### config.mk
export PLATFORM = sky130hd
export DESIGN_NAME = reorder_buffer
export DESIGN_NICKNAME = d
export VERILOG_FILES = /design/src/rtl/reorder_buffer.sv
export SDC_FILE = /design/constraint.sdc
export NUM_CORES = 1
export LEC_CHECK = 0
export CAP_MARGIN = 20
export CORE_MARGIN = 5
export CORE_UTILIZATION = 29
export CTS_CLUSTER_SIZE = 30
export DETAILED_ROUTE_END_ITERATION = 12
export PLACE_DENSITY = 0.41
export RECOVER_POWER = 50
export SETUP_SLACK_MARGIN = 0.05
export SYNTH_ARGS = -nofsm -noshare
export SYNTH_HDL_FRONTEND = slang
export SYNTH_SLANG_ARGS = --single-unit
### constraint.sdc
create_clock -name clk -period 5.8 [get_ports clk]
set_clock_uncertainty 0.1 [all_clocks]
set_input_delay 0.58 -clock clk [delete_from_list [all_inputs] [get_ports clk]]
set_output_delay 0.58 -clock clk [all_outputs]
set_load 0.01 [all_outputs]
### src/rtl/reorder_buffer.sv
// reorder_buffer
//   Circular in-order reorder buffer sitting between decode/issue and the
//   architectural register file. Allocates a tag per issued instruction,
//   drives the register-file rename write, captures CDB results, retires the
//   head entry in order (commit write) and answers operand-tag lookups.
//
// Ports
//   clk, rst                 clock, synchronous active-high reset
//   rdy                      global enable; low holds all state
//   issue_valid, issue_rd    allocation request and its destination register
//   issue_tag, rob_full      tag given to the issuing instruction, full flag
//   cdb_valid/tag/val        common data bus result broadcast
//   q1_/q2_tag,ready,val     operand lookups into the buffer
//   rd_in_flag/a/rob         rename write to the register file
//   rd_out_flag/a/val/rob    commit write to the register file (head entry)
//
// Configuration
//   ROB_CDB_BYPASS_EN  when defined, operand lookups also see a CDB result
//                      broadcast in the same cycle; otherwise lookups see
//                      registered state only.
module reorder_buffer #(
  parameter int ROB_DEPTH = 16,
  parameter int TAG_W     = 4
) (
  input  logic             clk,
  input  logic             rst,
  input  logic             rdy,
  input  logic             issue_valid,
  input  logic [4:0]       issue_rd,
  output logic [TAG_W-1:0] issue_tag,
  output logic             rob_full,
  input  logic             cdb_valid,
  input  logic [TAG_W-1:0] cdb_tag,
  input  logic [31:0]      cdb_val,
  input  logic [TAG_W-1:0] q1_tag,
  input  logic [TAG_W-1:0] q2_tag,
  output logic             q1_ready,
  output logic             q2_ready,
  output logic [31:0]      q1_val,
  output logic [31:0]      q2_val,
  output logic             rd_in_flag,
  output logic [4:0]       rd_in_a,
  output logic [TAG_W-1:0] rd_in_rob,
  output logic             rd_out_flag,
  output logic [4:0]       rd_out_a,
  output logic [31:0]      rd_out_val,
  output logic [TAG_W-1:0] rd_out_rob
);

  logic [ROB_DEPTH-1:0] busy_q, ready_q;
  logic [4:0]           rd_q  [ROB_DEPTH];
  logic [31:0]          val_q [ROB_DEPTH];
  logic [TAG_W-1:0]     head_q, head_d, tail_q, tail_d;
  logic [TAG_W:0]       count_q, count_d;

  logic accepted, can_commit;

  assign rob_full  = (count_q == (TAG_W+1)'(ROB_DEPTH));
  assign issue_tag = tail_q;
  assign accepted  = rdy & issue_valid & ~rob_full;

  assign rd_in_flag = accepted & (issue_rd != 5'd0);
  assign rd_in_a    = issue_rd;
  assign rd_in_rob  = tail_q;

  // The register file has a single write port that prefers rename, so a
  // ready head is held back for one cycle whenever a rename write is issued.
  assign can_commit  = rdy & busy_q[head_q] & ready_q[head_q] & ~rd_in_flag;
  assign rd_out_flag = can_commit & (rd_q[head_q] != 5'd0);
  assign rd_out_a    = rd_q[head_q];
  assign rd_out_val  = val_q[head_q];
  assign rd_out_rob  = head_q;

  always_comb begin
    head_d  = head_q;
    tail_d  = tail_q;
    count_d = count_q;
    if (can_commit) head_d = head_q + TAG_W'(1);
    if (accepted)   tail_d = tail_q + TAG_W'(1);
    case ({accepted, can_commit})
      2'b10:   count_d = count_q + (TAG_W+1)'(1);
      2'b01:   count_d = count_q - (TAG_W+1)'(1);
      default: count_d = count_q;
    endcase
  end

  always_comb begin
    q1_ready = busy_q[q1_tag] & ready_q[q1_tag];
    q1_val   = val_q[q1_tag];
    q2_ready = busy_q[q2_tag] & ready_q[q2_tag];
    q2_val   = val_q[q2_tag];
`ifdef ROB_CDB_BYPASS_EN
    // Forward a result being broadcast this cycle so a waiting RS entry
    // does not lose a cycle; commit still relies on the registered bit.
    if (cdb_valid && busy_q[q1_tag] && (cdb_tag == q1_tag)) begin
      q1_ready = 1'b1;
      q1_val   = cdb_val;
    end
    if (cdb_valid && busy_q[q2_tag] && (cdb_tag == q2_tag)) begin
      q2_ready = 1'b1;
      q2_val   = cdb_val;
    end
`endif
  end

  always_ff @(posedge clk) begin
    if (rst) begin
      head_q  <= '0;
      tail_q  <= '0;
      count_q <= '0;
      busy_q  <= '0;
      ready_q <= '0;
      // Entry contents are cleared too so the head-facing outputs read zero
      // straight out of reset.
      for (int i = 0; i < ROB_DEPTH; i++) begin
        rd_q[i]  <= '0;
        val_q[i] <= '0;
      end
    end else begin
      head_q  <= head_d;
      tail_q  <= tail_d;
      count_q <= count_d;
      if (rdy && cdb_valid && busy_q[cdb_tag]) begin
        ready_q[cdb_tag] <= 1'b1;
        val_q[cdb_tag]   <= cdb_val;
      end
      // Issue targets a free entry, so it never collides with a CDB hit.
      if (accepted) begin
        busy_q[tail_q]  <= 1'b1;
        ready_q[tail_q] <= 1'b0;
        rd_q[tail_q]    <= issue_rd;
      end
      if (can_commit) begin
        busy_q[head_q]  <= 1'b0;
        ready_q[head_q] <= 1'b0;
      end
    end
  end

endmodule

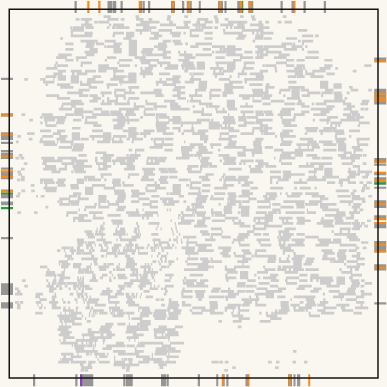
Figure 1: run 1, pin map.
(1 px per um) Pins as bars across the die edge, other pins in grey.
Purple stands for issue_valid, pins 1, direction input, edge south. Green stands for q2_tag, pins 4, direction input, edge 2 west, 1 east, 1 north. Orange stands for q2_val, pins 32, direction output, edge 13 east, 9 north, 6 west, 4 south.

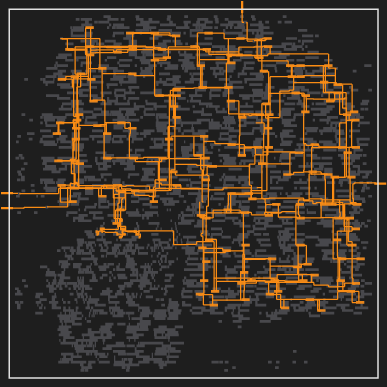
Figure 2: run 1, wires at chosen ports, followed through buffers.
(1 px per um)
Orange stands for q2_tag, bits 4, direction input, end cells 181, buffers 12, wire 8,980 um.

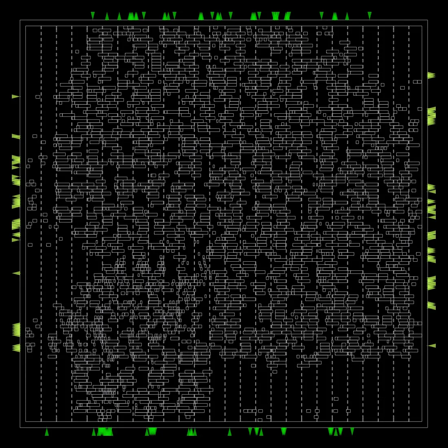
Figure 3: run 1, placed standard cells.
Placeable Area: 0.127 mm^2
n_taps: 1,662

==> reports/metrics.sh, run 1 <==
EDF_COUNT=592
NETLIST_INSTANCES=2351
FILLCELLCOUNT=12200
SYNTHXORXNORAREAFRAC_PCT=0.166
BUFFERS_FROM_CLOCK_ROOT_TO_SINK_AT_MOST=3
VDD.IR_DROP.WORST_uV=178
LAYOUT_WORST_PATH_CYCLE_SHARE_PCT=84.4
WORST_PATH_LARGEST_CELL_DELAY_PS=1520
AREA.GROWTH.SYNTH_TO_FINAL_PCT=16.5
ROUTED_VIA_DENSITY=5.59
MAXCAPVIOLATIONS=27
CORE_UTILIZATION_BEFORE_PLACEMENT_PCT=29.1
FF2FF_SETUP_SLACK_PS=1490
COMBGATEAREA_MM2=0.0173
GRT_PASS1_WL_UM=192000
STATUS='complete, but fails checks'
CRIT_REQUIRED_PS=6190
CLOCK_TREE.ROOT_CELL='clkbuf_16'
CHIP_AREA_MM2=0.135
DRIVE_ABOVE_1_SHARE_PCT=28.7
DRT-TOTAL-WL_UM=137000
P_LEAK_nW=14.0
CRIT_PATH_END_KIND='flip-flop'
FINAL_LAYOUT_TOP_LOGIC_CELLS='592 x edfxtp_1, 517 x mux4_2, 345 x and2_1'
TOTAL_POWER_mW=11.5
CRIT_PATH_CELL_TRACE='dlygate4sd3_1 -> nand2b_1 -> or2_0 -> nor2_1 -> clkbuf_1 -> and2_1'
ANTENNA_FOUND_INITIAL=13
POWER-PER-CELL-AREA_mW_PER_MM2=267
CTS_BUFFER_COUNT=81
SEQ_AREA_FRAC_SYNTH_PCT=50.7
TIMING.CRITICAL_PATH.ARRIVAL_PS=5290
SYNTH.CELLMIX.COMPOUNDSHARE_PCT=2.32
HOLD_VIOL_FINAL=0
SYNTH.YOSYS.NUM_CELLS=2351
PLACE.PORT_BUFFERS=176
CRITICALPATHCATEGORY='in -> reg'
VIOLATED_CHECKS='max-capacitance violations, max-slew violations'
YOSYS-MUX-AREA-FRACTION_PCT=31.6
ROUTEDWLPERCELL_UM=32.9
FF_TYPE='edfxtp_1'
MIN_PERIOD_PS=4900
CRIT_PATH_START_KIND='input port'
CLKTRANSATPATHREGS_PS=50
FINAL-MAX-SLEW-VIOLATION-COUNT=550
TIMING.CRITICAL_PATH.FANOUT_MAX=18
RESIDUAL_OVERFLOW_FROM_GLOBAL_ROUTING=0
FF_LATCH_AREA_MM2=0.0188
CTS_RESIZED=0
[run 1: area by class of cell]
class	count	area share (%)
Timing Repair Buffer	247	5.46
Multi-Input combinational cell	1450	40.1
Clock buffer	106	5.07
Tap cell	1662	4.83
Clock inverter	40	0.854
Antenna cell	8	0.0465
Sequential cell	641	43.6
Inverter	6	0.0523
[run 1: sequential cells by signal, summed over array words and instances, names as in the netlist, named ones only]
| name | count |
|---|---|
| issue_tag | 4 |
| ready_q | 16 |
| val_q | 512 |
| rd_q | 80 |
| count_q | 5 |
| rd_out_rob | 4 |
| busy_q | 16 |
[run 1: synthesized netlist by cell type (2+ instances only)]
master    instances  area (um^2)
o21ai_0          15         75.1
nand2_1          61          229
ha_1             11          138
edfxtp_1        592        17800
or2_2             6         37.5
a21oi_1          39          195
inv_1             6         22.5
xnor2_1           4         35.0
or3_1             9         56.3
a31oi_1          13         81.3
o21bai_1          5         37.5
a21o_1           12         90.1
clkbuf_1        181          679
nor2_1          146          548
nand4_1           4         25.0
dfxtp_1          49          981
buf_2             5         25.0
mux2i_1           5         50.1
a311oi_1         32          280
and3_1            4         25.0
buf_6             2         22.5
o31ai_1           2         15.0
buf_4            11         82.6
nor3_1           11         55.1
and2_1          514         3220
nor2b_1           7         43.8
nand2b_1          4         25.0
nand3_1           4         20.0
mux4_2          517        11600
buf_1            54          203
nor4_1            4         25.0
xor2_1            3         26.3
[run 1: worst max-delay path: cells and delay by family]
kind | cells | cell delay (ps)
and+or+nand+nor | 4 | 2700
buffers and inverters | 2 | 1990
[run 1: logic make-up after synthesis]
group           count (synthesis)
simple gates                  782
flops                         641
mux                           523
buf+inv                       260
compound gates                126
fa+ha+maj                      12
xor+xnor                        7
[run 1: through the flow]
stage          area (um^2)  std cells  util [%]
2_1_floorplan        37000       2351         -
3_3_place_gp         40700       4002      32.0
3_5_place_dp         40800       4005      32.1
4_1_cts              43300       4151      34.1
5_1_grt              43100       4152      33.9
6_report             43100       4160      33.9
[run 1: power by group]
part / switching, mW / internal (mW)
Sequential: 0.0978 / 5.19
Combinational: 0.659 / 0.564
Clock: 2.06 / 2.91
Total: 2.82 / 8.67
[run 1: worst paths after layout]
kind | from | to | cells past startpoint
max | cdb_tag[1] | val_q[5][17] | 6
min | count_q[2] | count_q[2] | 2
max reg2reg | rd_out_rob[1] | count_q[4] | 11
min reg2reg | count_q[2] | count_q[2] | 2
[run 1: per-layer routing]
| layer | vias up | track usage, % | wire length, um |
|---|---|---|---|
| met3 | 150 | 3.44 | 9190 |
| met1 | 12600 | 27.7 | 58700 |
| met2 | 920 | 33.0 | 66400 |
| li1 | 9519 | - | - |
| met5 | - | 0 | 13 |
| met4 | 2 | 4.25 | 2570 |
==> run 2, diff against run 1 <==
--- a/config.mk
+++ b/config.mk
@@ -10,7 +10,7 @@
 export CORE_UTILIZATION = 29
 export CTS_CLUSTER_SIZE = 30
 export DETAILED_ROUTE_END_ITERATION = 12
-export PLACE_DENSITY = 0.41
+export PLACE_DENSITY = 0.43
 export RECOVER_POWER = 50
 export SETUP_SLACK_MARGIN = 0.05
 export SYNTH_ARGS = -nofsm -noshare
==> constraint.sdc (replaced) <==
create_clock -name clk -period 4.37 [get_ports clk]
set_clock_uncertainty 0.1 [all_clocks]
set_input_delay 0.437 -clock clk [delete_from_list [all_inputs] [get_ports clk]]
set_output_delay 0.437 -clock clk [all_outputs]
set_load 0.01 [all_outputs]
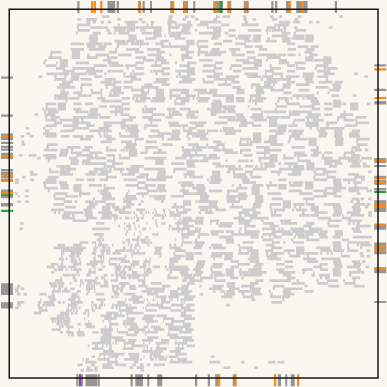
Figure 4: run 2, pin map.
(1 px per um) Pins as bars across the die edge, other pins in grey.
Purple stands for issue_valid, pins 1, direction input, edge south. Orange stands for q2_val, pins 32, direction output, edge 12 north, 11 east, 5 west, 4 south. Green stands for q2_tag, pins 4, direction input, edge 2 west, 1 east, 1 north.
All pins by edge: 53 north, 42 east, 41 south, 41 west.

==> reports/metrics.sh, run 2 <==
YOSYS.AREA_SHARE.SIMPLE_PCT=11.9
P_SW_mW=3.77
CTS_RESIZED=0
SWITCHING_SHARE_PCT=24.8
CRITICALPATHCATEGORY='reg -> out'
SYNTH.CELLMIX.COMPOUNDSHARE_PCT=2.32
CELL_INTERNAL_PWR_mW=11.4
ROUTEDWLPERCELL_UM=32.2
PLACEMENT.CELL_AREA_MM2=0.0413
TIMING.CRITICAL_PATH.FANOUT_MAX=7
TOTAL_POWER_mW=15.2
RR_STARTPOINT='busy_q[2]'
MAXCAPVIOLATIONS=12
COMBGATEAREA_MM2=0.0172
SYNTHXORXNORAREAFRAC_PCT=0.166
REGMOSTFLOPS='val_q'
CORE_UTILIZATION_BEFORE_PLACEMENT_PCT=29.1
P_LEAK_nW=14.3
HOLD_VIOL_FINAL=0
YOSYS-MUX-AREA-FRACTION_PCT=31.6
TIMING.CRITICAL_PATH.ARRIVAL_PS=3570
MIN_PERIOD_PS=4110
FINAL_LAYOUT_TOP_LOGIC_CELLS='592 x edfxtp_1, 517 x mux4_2, 369 x and2_1'
YOSYS-TOP-CELLS-AREA='edfxtp_1 48%, mux4_2 31%, and2_1 8.7%'
CLOCK_TREE.ROOT_CELL='clkbuf_16'
FF_TYPE='edfxtp_1'
CLKTRANSATPATHREGS_PS=60
MOST_COMMON_CELL='edfxtp_1'
GRT_PASS1_WL_UM=191000
M1WIRELENGTH_UM=57200
STATUS='complete, but fails checks'
REG2REG_TO='val_q[2][13]'
RR_WORST_DEPTH=6
CRIT_REQUIRED_PS=3830
LAYOUT_WORST_PATH_CYCLE_SHARE_PCT=94.0
EDF_COUNT=592
FF2FF_SETUP_SLACK_PS=400
DRT-TOTAL-WL_UM=135000
SEQPWRFRAC_PCT=46.0
POWER-PER-CELL-AREA_mW_PER_MM2=350
MET2ROUTEDLENGTH_UM=66900
TOP_CELLS_BY_COUNT='592 x edfxtp_1, 517 x mux4_2, 514 x and2_1'
ROUTED-WL-MET3_UM=8330
AREA.GROWTH.SYNTH_TO_FINAL_PCT=17.5
FF_LATCH_AREA_MM2=0.0188
BIGGESTREGSBYFLOPS='val_q x512, rd_q x80'
YOSYSTOPAREACELLSHARE_PCT=48.1
FIN_AREA_MM2=0.0435
VDD.IR_DROP.WORST_uV=240
PWR-SHARE-CLK_PCT=43.2
FINAL-MAX-SLEW-VIOLATION-COUNT=240
FILLCELLCOUNT=12100
SYNTH_TOP_CELL_BY_AREA='edfxtp_1'
FLOORPLAN.ROWS=131
CORE_MM2=0.127
ANTENNA_FOUND_INITIAL=11
CRIT_PATH_START_KIND='flip-flop'
BUFFERS_FROM_CLOCK_ROOT_TO_SINK_AT_MOST=3
VIOLATED_CHECKS='max-capacitance violations, max-slew violations'
run 2: cell counts after synthesis:
No cell type changed its count.
run 2: cell type report:
| cell class | count | share of cell area, % |
|---|---|---|
| Inverter | 6 | 0.0518 |
| Clock inverter | 42 | 0.832 |
| Antenna cell | 5 | 0.0288 |
| Clock buffer | 103 | 5.04 |
| Timing Repair Buffer | 279 | 6.38 |
| Multi-Input combinational cell | 1450 | 39.7 |
| Tap cell | 1662 | 4.78 |
| Sequential cell | 641 | 43.2 |
run 2: layer usage:
layer | track usage, % | vias to the layer above
met5 | 0 | -
li1 | - | 9571
met1 | 26.5 | 12400
met3 | 3.52 | 153
met4 | 4.40 | 4
met2 | 33.7 | 890
run 2: how the worst max path moves through the flow:
| stage | cells after the start | slack (ps) | start | end |
|---|---|---|---|---|
| final | 7 | 260 | rd_out_rob[1] | rd_out_flag |
| after global routing | 8 | 160 | cdb_tag[0] | val_q[13][17] |
| after detailed placement | 12 | 610 | rd_out_rob[0] | count_q[4] |
| after floorplan | 6 | -90 | cdb_tag[0] | val_q[15][0] |
| after global placement | 12 | 620 | rdy | count_q[4] |
| after CTS | 7 | 130 | rd_out_rob[0] | rd_out_flag |
run 2: kinds of logic (layout without fill, tap and decap cells):
group / Yosys count / in the layout
simple gates: 782 / 782
buf+inv: 260 / 430
mux: 523 / 523
compound gates: 126 / 126
fa+ha+maj: 12 / 12
xor+xnor: 7 / 7
other cells: 0 / 5
flops: 641 / 641
run 2: metrics by stage:
stage	hold WS [ps]	cells	TNS [ps]	worst slack, ps	util, %
final	359	4188	0	261	34.2
after CTS	308	4183	0	130	34.5
after global routing	359	4185	0	161	34.2
after detailed placement	397	4038	0	613	32.5
after floorplan	366	2351	-10310	-86.7	-
after global placement	390	4038	0	621	32.5
run 2: power groups by stage:
stage	Combinational (mW)	Sequential, mW	Clock (mW)
2_1_floorplan	0.903	7.10	0
3_3_place_gp	1.69	7.11	0
3_5_place_dp	1.69	7.13	0
4_1_cts	1.70	7.00	6.74
5_1_grt	1.72	7.03	6.99
6_report	1.64	7.01	6.57
run 2: worst max-delay path: stages, from the launching register on:
cell,delay (ps)
dfxtp_1,540
mux2i_1,140
mux4_2,500
a2111o_1,470
buf_4,180
or3_4,390
a21oi_1,140
clkdlybuf4s50_1,550
Power is estimated from default activity; no workload was simulated.
